`src/rtl/dmem_arbiter_pkg.sv`:
```
// Shared definitions for the data-memory arbiter: default memory depth,
// FSM state encoding and read-return owner tag encoding.
package dmem_arbiter_pkg;

  localparam int DMEM_WORDS_DEF = 4096;

  typedef enum logic [1:0] {
    ST_RUN    = 2'd0,
    ST_DRAIN  = 2'd1,
    ST_HALTED = 2'd2
  } arb_state_e;

  typedef enum logic [1:0] {
    OWN_NONE = 2'd0,
    OWN_CPU  = 2'd1,
    OWN_DBG  = 2'd2
  } own_e;

endpackage

```
`src/rtl/dmem_rd_return.sv`:
```
// Read-return steering: remembers which port owns the read issued last
// cycle and routes the memory read data to that port only.
module dmem_rd_return
  import dmem_arbiter_pkg::*;
(
  input  logic        clk,
  input  logic        rst_n,
  input  logic [1:0]  rd_own,     // owner of a read granted this cycle
  input  logic        rd_zero,    // that read was out of range: return zero
  input  logic [31:0] mem_rdata,
  output logic        cpu_rvalid,
  output logic [31:0] cpu_rdata,
  output logic        dbg_rvalid,
  output logic [31:0] dbg_rdata
);

  own_e        own_d, own_q;
  logic        zero_d, zero_q;
  logic [31:0] ret_data;

  // Next owner tag is simply the read issued this cycle
  always_comb begin
    own_d  = own_e'(rd_own);
    zero_d = rd_zero;
  end

  // Owner tag register; reset drops any pending return
  always_ff @(posedge clk or negedge rst_n) begin
    if (!rst_n) begin
      own_q  <= OWN_NONE;
      zero_q <= 1'b0;
    end else begin
      own_q  <= own_d;
      zero_q <= zero_d;
    end
  end

  // Steer returning data to the owning port; the other port reads zero
  always_comb begin
    ret_data   = zero_q ? 32'h0 : mem_rdata;
    cpu_rvalid = (own_q == OWN_CPU);
    dbg_rvalid = (own_q == OWN_DBG);
    cpu_rdata  = cpu_rvalid ? ret_data : 32'h0;
    dbg_rdata  = dbg_rvalid ? ret_data : 32'h0;
  end

endmodule

```
`src/rtl/dmem_arbiter.sv`:
```
// Two-port data-memory arbiter: CPU has default priority, the debug port
// is guaranteed a slot after MAX_STREAK consecutive CPU wins, and a halt
// FSM blocks the CPU once its outstanding read has drained.
module dmem_arbiter
  import dmem_arbiter_pkg::*;
#(
  parameter int ADDR_W     = 32,
  parameter int MEM_WORDS  = DMEM_WORDS_DEF,
  parameter int MAX_STREAK = 8
) (
  input  logic                         clk,
  input  logic                         rst,
  input  logic                         cpu_req,
  input  logic [3:0]                   cpu_we,
  input  logic [ADDR_W-1:0]            cpu_addr,
  input  logic [31:0]                  cpu_wdata,
  output logic                         cpu_gnt,
  output logic                         cpu_stall,
  output logic                         cpu_rvalid,
  output logic [31:0]                  cpu_rdata,
  input  logic                         dbg_req,
  input  logic [3:0]                   dbg_we,
  input  logic [ADDR_W-1:0]            dbg_addr,
  input  logic [31:0]                  dbg_wdata,
  output logic                         dbg_gnt,
  output logic                         dbg_rvalid,
  output logic [31:0]                  dbg_rdata,
  input  logic                         dbg_halt,
  output logic                         cpu_halted,
  output logic                         err_oob,
  output logic                         mem_en,
  output logic [3:0]                   mem_we,
  output logic [$clog2(MEM_WORDS)-1:0] mem_addr,
  output logic [31:0]                  mem_wdata,
  input  logic [31:0]                  mem_rdata
);

  localparam int                IDX_W    = $clog2(MEM_WORDS);
  localparam int                STREAK_W = $clog2(MAX_STREAK + 1);
  localparam logic [STREAK_W-1:0] STREAK_MAX = STREAK_W'(MAX_STREAK);
  // First byte address past the end of memory
  localparam logic [ADDR_W-1:0] OOB_BASE = ADDR_W'(MEM_WORDS) << 2;

  arb_state_e            state_d, state_q;
  logic [STREAK_W-1:0]   streak_d, streak_q;
  logic                  err_d, err_q;
  logic                  cpu_req_v, dbg_req_v, run_prio, dbg_wins, gnt_any;
  logic [ADDR_W-1:0]     sel_addr;
  logic [3:0]            sel_we;
  logic [31:0]           sel_wdata;
  logic                  sel_oob;
  own_e                  rd_own;

  // Grant selection and memory-side drive (requests masked while in reset)
  always_comb begin
    cpu_req_v = cpu_req & rst;
    dbg_req_v = dbg_req & rst;
    // Halt falling in DRAIN/HALTED already restores normal priority
    run_prio  = (state_q == ST_RUN) || !dbg_halt;
    dbg_wins  = dbg_req_v && (streak_q == STREAK_MAX);
    if (run_prio) begin
      cpu_gnt = cpu_req_v & ~dbg_wins;
      dbg_gnt = dbg_req_v & ~cpu_gnt;
    end else begin
      cpu_gnt = 1'b0;
      dbg_gnt = dbg_req_v;
    end
    cpu_stall = cpu_req_v & ~cpu_gnt;
    gnt_any   = cpu_gnt | dbg_gnt;
    sel_addr  = dbg_gnt ? dbg_addr  : cpu_addr;
    sel_we    = dbg_gnt ? dbg_we    : cpu_we;
    sel_wdata = dbg_gnt ? dbg_wdata : cpu_wdata;
    sel_oob   = (sel_addr >= OOB_BASE);
    mem_en    = gnt_any & ~sel_oob;
    mem_we    = gnt_any ? sel_we : 4'h0;
    mem_addr  = gnt_any ? sel_addr[IDX_W+1:2] : '0;
    mem_wdata = gnt_any ? sel_wdata : 32'h0;
    rd_own    = OWN_NONE;
    if (gnt_any && (sel_we == 4'h0)) rd_own = dbg_gnt ? OWN_DBG : OWN_CPU;
    err_d     = gnt_any & sel_oob;
  end

  // Streak counter and halt FSM next-state
  always_comb begin
    streak_d = streak_q;
    if (!dbg_req_v || dbg_gnt)
      streak_d = '0;
    else if (cpu_gnt && (streak_q != STREAK_MAX))
      streak_d = streak_q + STREAK_W'(1);
    state_d = state_q;
    case (state_q)
      ST_RUN:    if (dbg_halt) state_d = ST_DRAIN;
      // A CPU read issued before entering DRAIN returns in this cycle
      ST_DRAIN:  if (!dbg_halt) state_d = ST_RUN;
                 else if (rd_own != OWN_CPU) state_d = ST_HALTED;
      ST_HALTED: if (!dbg_halt) state_d = ST_RUN;
      default:   state_d = ST_RUN;
    endcase
  end

  // Control state registers
  always_ff @(posedge clk or negedge rst) begin
    if (!rst) begin
      state_q  <= ST_RUN;
      streak_q <= '0;
      err_q    <= 1'b0;
    end else begin
      state_q  <= state_d;
      streak_q <= streak_d;
      err_q    <= err_d;
    end
  end

  // Status outputs
  always_comb begin
    cpu_halted = (state_q == ST_HALTED);
    err_oob    = err_q;
  end

  dmem_rd_return u_rd_return (
    .clk        (clk),
    .rst_n      (rst),
    .rd_own     (rd_own),
    .rd_zero    (sel_oob),
    .mem_rdata  (mem_rdata),
    .cpu_rvalid (cpu_rvalid),
    .cpu_rdata  (cpu_rdata),
    .dbg_rvalid (dbg_rvalid),
    .dbg_rdata  (dbg_rdata)
  );

endmodule

```
`config.mk`:
```
export PLATFORM = sky130hd
export DESIGN_NAME = dmem_arbiter
export DESIGN_NICKNAME = d
export VERILOG_FILES = /design/src/rtl/dmem_arbiter_pkg.sv /design/src/rtl/dmem_rd_return.sv /design/src/rtl/dmem_arbiter.sv
export SDC_FILE = /design/constraint.sdc
export NUM_CORES = 1
export LEC_CHECK = 0
export CELL_PAD_IN_SITES_DETAIL_PLACEMENT = 0
export CELL_PAD_IN_SITES_GLOBAL_PLACEMENT = 1
export CORE_MARGIN = 2
export CORE_UTILIZATION = 12
export DETAILED_ROUTE_END_ITERATION = 8
export PLACE_DENSITY_LB_ADDON = 0.1
export SYNTH_ARGS = -nofsm -noshare
export SYNTH_HDL_FRONTEND = slang
export SYNTH_SLANG_ARGS = --single-unit
```
`constraint.sdc`:
```
create_clock -name clk -period 2.7 [get_ports clk]
set_input_delay 0.54 -clock clk [delete_from_list [all_inputs] [get_ports clk]]
set_output_delay 0.54 -clock clk [all_outputs]
set_load 0.02 [all_outputs]
```
Figure 1. Zoomed window.
Bar = 10 um. Window x 41 to 81, y 17 to 57 um. Cells in grey, sequential cells in the stronger grey; small squares are vias.
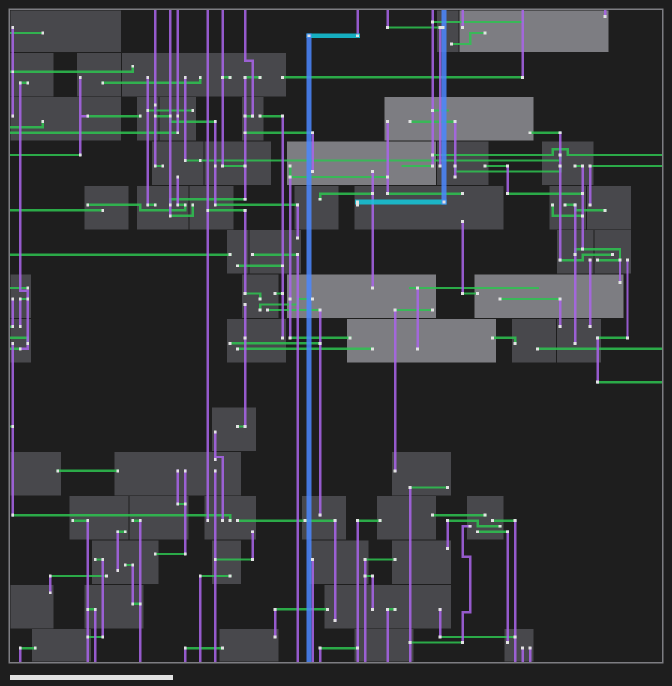
colour	layer
purple	metal 2
blue	metal 4
green	metal 1
cyan	metal 3
most frequent	clkdlybuf4s50_1 (12), buf_4 (8), dfrtp_1 (6)
netlist names of flops here include	state_q (2), u_rd_return.own_q (2)
cells with their middle in the window	57
sequential cells in the window	6

Figure 2. Metal 2.
Bar = 20 um.
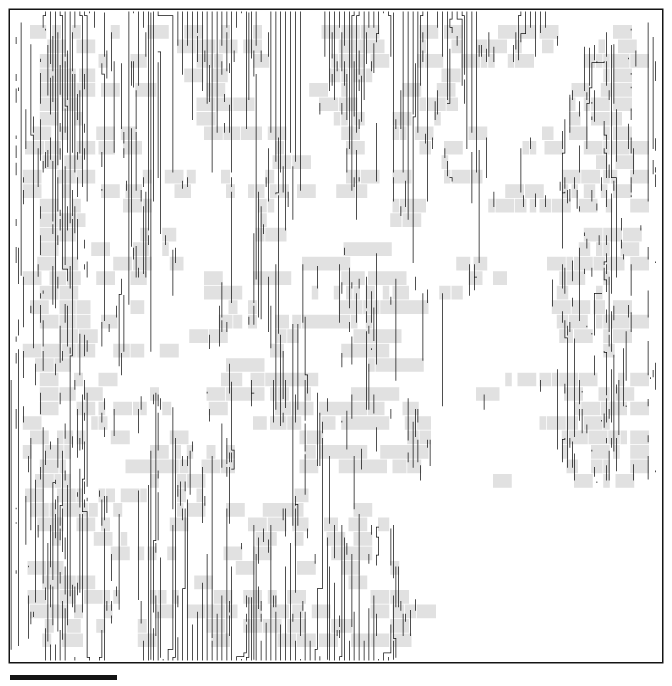
main direction	vertical
share of all routed wire	55%
wire length on this layer	5840 um
nets with wire on the layer	603

Figure 3. Metal 1.
Bar = 20 um. Supply wires on this layer in grey.
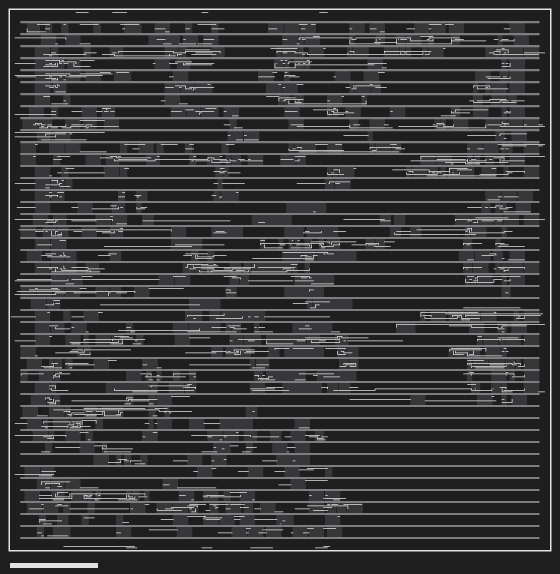
share of all routed wire	32%
wire length on this layer	3420 um
longest straight run	34.5 um

==> out/results.ini <==
[status]
run_status=completed

[sta]
min_period_over_period_pct=96.6
max_freq_ghz=0.384
fin_ws_ns=0.0926
grt_setup_unrepaired=false

[detailed_routing]
wl_met2_mm=5.84
drt_first_pass_iters=4

[pwr]
switching_share_pct=29.6
clockPowerShare_pct=26.2
power.sequential.total_uw=161

[logic_synthesis]
synth_area_per_cell_um2=6.40
netlist_area_mm2=0.00168
synth.area.top_cells=sky130_fd_sc_hd__a22o_1 (17%), sky130_fd_sc_hd__nor2_1 (16%), sky130_fd_sc_hd__dfrtp_1 (15%), sky130_fd_sc_hd__nand2b_1 (13%), sky130_fd_sc_hd__nand2_1 (7.1%)

[global_routing]
gr-usage-met3_pct=4.60
grt.met2_usage_pct=26.6
grt_pass1_vias=2964

[cts]
h-tree-depth=1
clock_transition_at_the_registers_of_the_reported_paths_ns=0.04

[setup_path]
critical_path.startpoint_type=primary input
timing.reg2reg.setup_slack_ns=1.04
slowest_delay_ns=0.51
worst-endpoint-required_ns=2.16
worstPathBufferInverterCount=4

[placed_design]
place_area_mm2=0.00486
gp_routability_congestion=0.758
cell_total_after_placement=727

[floorplanning]
die_h_um=122
fp.dieW_um=122

[finish]
layout-drive-gt1-share_pct=16.1
nNetsFinal=730
mostFrequentLayoutCells=sky130_fd_sc_hd__clkdlybuf4s50_1 (234), sky130_fd_sc_hd__nor2_1 (70), sky130_fd_sc_hd__nand2b_1 (35)
multi_input_comb_cells=222
count_of_non_cts_buffers_in_the_layout=310

Figure 4. Congestion heat map.
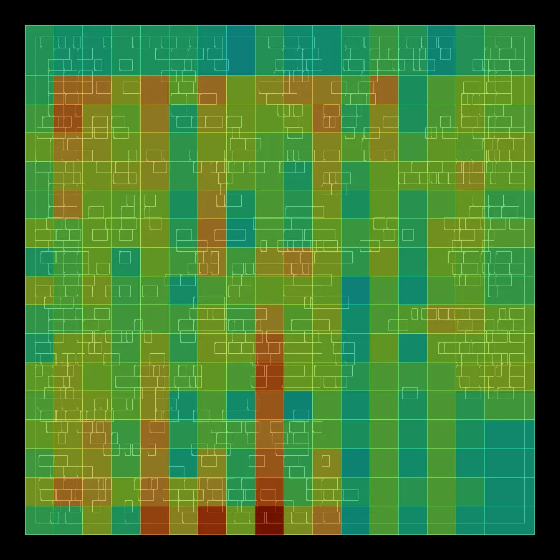
DR WL/cell: 14.5 um
global routing usage on met1: 12.4%
total routing resource utilization after global routing: 13.1%

Figure 5. Cells by drive strength.
Bar = 20 um.
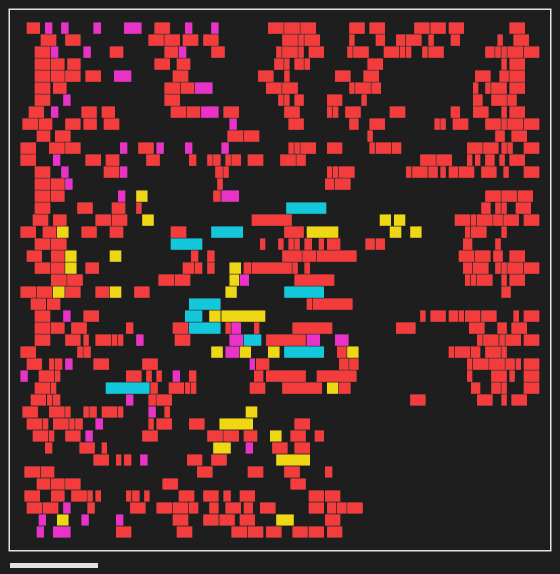
colour	size	cells	share
red	_0 and _1 cells	464	84%
yellow	_3 and _4 cells	30	5.4%
cyan	_6 and larger	10	1.8%
magenta	_2 cells	49	8.9%

